### config.mk
export PLATFORM = sky130hd
export DESIGN_NAME = fifo_ctrl
export DESIGN_NICKNAME = d
export VERILOG_FILES = /design/src/rtl/fifo_pkg.sv /design/src/rtl/fifo_ctrl.sv
export SDC_FILE = /design/constraint.sdc
export NUM_CORES = 1
export LEC_CHECK = 0
export CORE_MARGIN = 2
export CORE_UTILIZATION = 51
export CTS_BUF_LIST = sky130_fd_sc_hd__clkbuf_8
export DETAILED_ROUTE_END_ITERATION = 7
export GPL_ROUTABILITY_DRIVEN = 0
export GPL_TIMING_DRIVEN = 0
export HOLD_SLACK_MARGIN = 0.1
export MAX_ROUTING_LAYER = met4
export PLACE_DENSITY_LB_ADDON = 0.08
export SYNTH_ARGS = -nofsm -noshare
export SYNTH_HDL_FRONTEND = slang
export SYNTH_SLANG_ARGS = --single-unit
### constraint.sdc
create_clock -name clk -period 4.3 [get_ports clk]
set_input_delay 0.86 -clock clk [delete_from_list [all_inputs] [get_ports clk]]
set_output_delay 0.86 -clock clk [all_outputs]
set_load 0.03 [all_outputs]
### src/rtl/fifo_pkg.sv
// Shared FIFO definitions: default geometry and the accepted-operation decode.
package fifo_pkg;

    localparam int FIFO_ADDR_WIDTH = 3;
    localparam int FIFO_DATA_WIDTH = 8;

    typedef enum logic [1:0] {
        OP_NOP   = 2'd0,
        OP_WR    = 2'd1,
        OP_RD    = 2'd2,
        OP_WR_RD = 2'd3
    } fifo_op_t;

endpackage

### src/rtl/fifo_ctrl.sv
// FIFO pointer/occupancy controller driving an external reg_file, with
// registered status flags and sticky overflow/underflow reporting.
module fifo_ctrl
    import fifo_pkg::*;
#(
    parameter int ADDR_WIDTH = FIFO_ADDR_WIDTH,
    parameter int AF_LEVEL   = 6,
    parameter int AE_LEVEL   = 1
) (
    input  logic                  clk,
    input  logic                  reset,
    input  logic                  wr,
    input  logic                  rd,
    input  logic                  flush,
    input  logic                  err_clr,
    output logic                  w_en,
    output logic [ADDR_WIDTH-1:0] w_addr,
    output logic [ADDR_WIDTH-1:0] r_addr,
    output logic                  full,
    output logic                  empty,
    output logic                  almost_full,
    output logic                  almost_empty,
    output logic [ADDR_WIDTH:0]   count,
    output logic                  overflow,
    output logic                  underflow
);

    localparam logic [ADDR_WIDTH:0]   DEPTH_C = {1'b1, {ADDR_WIDTH{1'b0}}};
    localparam logic [ADDR_WIDTH:0]   AF_C    = (ADDR_WIDTH+1)'(AF_LEVEL);
    localparam logic [ADDR_WIDTH:0]   AE_C    = (ADDR_WIDTH+1)'(AE_LEVEL);
    localparam logic [ADDR_WIDTH:0]   CNT_ONE = (ADDR_WIDTH+1)'(1);
    localparam logic [ADDR_WIDTH-1:0] PTR_ONE = ADDR_WIDTH'(1);

    logic [ADDR_WIDTH-1:0] wr_ptr_r, rd_ptr_r, wr_ptr_nxt_s, rd_ptr_nxt_s;
    logic [ADDR_WIDTH:0]   count_r, count_nxt_s;
    logic                  full_r, empty_r, af_r, ae_r, ovf_r, udf_r;
    logic                  ovf_nxt_s, udf_nxt_s;
    logic                  wr_acc_s, rd_acc_s;
    fifo_op_t              op_s;

    // Accept decode and next-state computation for pointers, count and sticky flags.
    always_comb begin
        // A write into a full queue is legal when a simultaneous pop frees the slot.
        wr_acc_s = wr & (~full_r | rd) & ~flush & ~reset;
        rd_acc_s = rd & ~empty_r & ~flush & ~reset;

        if (wr_acc_s && rd_acc_s) begin
            op_s = OP_WR_RD;
        end else if (wr_acc_s) begin
            op_s = OP_WR;
        end else if (rd_acc_s) begin
            op_s = OP_RD;
        end else begin
            op_s = OP_NOP;
        end

        wr_ptr_nxt_s = wr_ptr_r;
        rd_ptr_nxt_s = rd_ptr_r;
        count_nxt_s  = count_r;
        if (flush) begin
            wr_ptr_nxt_s = {ADDR_WIDTH{1'b0}};
            rd_ptr_nxt_s = {ADDR_WIDTH{1'b0}};
            count_nxt_s  = {(ADDR_WIDTH+1){1'b0}};
        end else begin
            case (op_s)
                OP_WR: begin
                    wr_ptr_nxt_s = wr_ptr_r + PTR_ONE;
                    count_nxt_s  = count_r + CNT_ONE;
                end
                OP_RD: begin
                    rd_ptr_nxt_s = rd_ptr_r + PTR_ONE;
                    count_nxt_s  = count_r - CNT_ONE;
                end
                OP_WR_RD: begin
                    wr_ptr_nxt_s = wr_ptr_r + PTR_ONE;
                    rd_ptr_nxt_s = rd_ptr_r + PTR_ONE;
                end
                default: begin
                    count_nxt_s = count_r;
                end
            endcase
        end

        // A fresh error event wins over err_clr in the same cycle.
        ovf_nxt_s = (wr & full_r & ~rd & ~flush) ? 1'b1 : (err_clr ? 1'b0 : ovf_r);
        udf_nxt_s = (rd & empty_r & ~flush)      ? 1'b1 : (err_clr ? 1'b0 : udf_r);
    end

    // State and registered status flags; reset dominates every other control.
    always_ff @(posedge clk) begin
        if (reset) begin
            wr_ptr_r <= {ADDR_WIDTH{1'b0}};
            rd_ptr_r <= {ADDR_WIDTH{1'b0}};
            count_r  <= {(ADDR_WIDTH+1){1'b0}};
            full_r   <= 1'b0;
            empty_r  <= 1'b1;
            af_r     <= 1'b0;
            ae_r     <= 1'b1;
            ovf_r    <= 1'b0;
            udf_r    <= 1'b0;
        end else begin
            wr_ptr_r <= wr_ptr_nxt_s;
            rd_ptr_r <= rd_ptr_nxt_s;
            count_r  <= count_nxt_s;
            full_r   <= (count_nxt_s == DEPTH_C);
            empty_r  <= (count_nxt_s == {(ADDR_WIDTH+1){1'b0}});
            af_r     <= (count_nxt_s >= AF_C);
            ae_r     <= (count_nxt_s <= AE_C);
            ovf_r    <= ovf_nxt_s;
            udf_r    <= udf_nxt_s;
        end
    end

    assign w_en         = wr_acc_s;
    assign w_addr       = wr_ptr_r;
    assign r_addr       = rd_ptr_r;
    assign full         = full_r;
    assign empty        = empty_r;
    assign almost_full  = af_r;
    assign almost_empty = ae_r;
    assign count        = count_r;
    assign overflow     = ovf_r;
    assign underflow    = udf_r;

endmodule

==> impl_metrics.tcl <==
# implementation run metrics
set metrics [dict create \
    status "complete, no violations" \
    leakage_nw 0.447 \
    ios 23 \
    initCoreUtil_pct 56.2 \
    post-cts-setup-buffer-count 0 \
    areaGrowthSynthToFinish_pct 37.0 \
    rrSetupSlack_ns 1.91 \
    cts_hold_buffers 0 \
    buffers 24 \
    fmax_ghz 0.263 \
    mostFrequentLayoutCell "clkdlybuf4s50_1" \
    stdcell_area_mm2 0.00104 \
    fin_util_pct 76.9 \
    end_kind "register" \
    hold_depth 2 \
    cp-start-kind "input port" \
    power_mw 0.295 \
    slew_headroom_pct 73.2 \
    layout-drive-gt1-share_pct 7.34 \
    cts_resized 0 \
]
final_placement.png
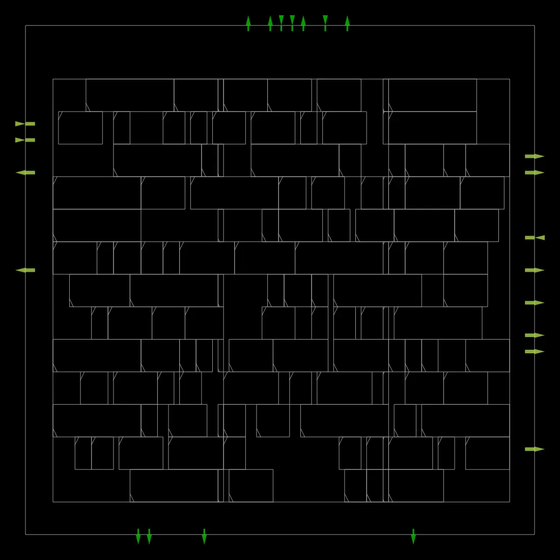
fin cells: 124
row count: 13
filler cell count: 100
Tapcell Cnt: 15
sequential cell count: 16

wire_density.png
(6 px per um) The die is cut into 9 by 9 equal tiles; dark purple is low, yellow is high, scaled to the fullest tile. Values are wire area over tile area, all layers added.
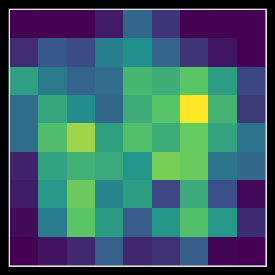
emptiest ninth of the die = top right
tiles over half the peak = 40%
fullest tile = 0.35
densest ninth of the die = middle
mean over tiles = 0.13
wire length per cell after detailed routing: 12.3 um
Routed WL: 1.52 mm
total global-route track usage: 20.7%
DR vias: 645

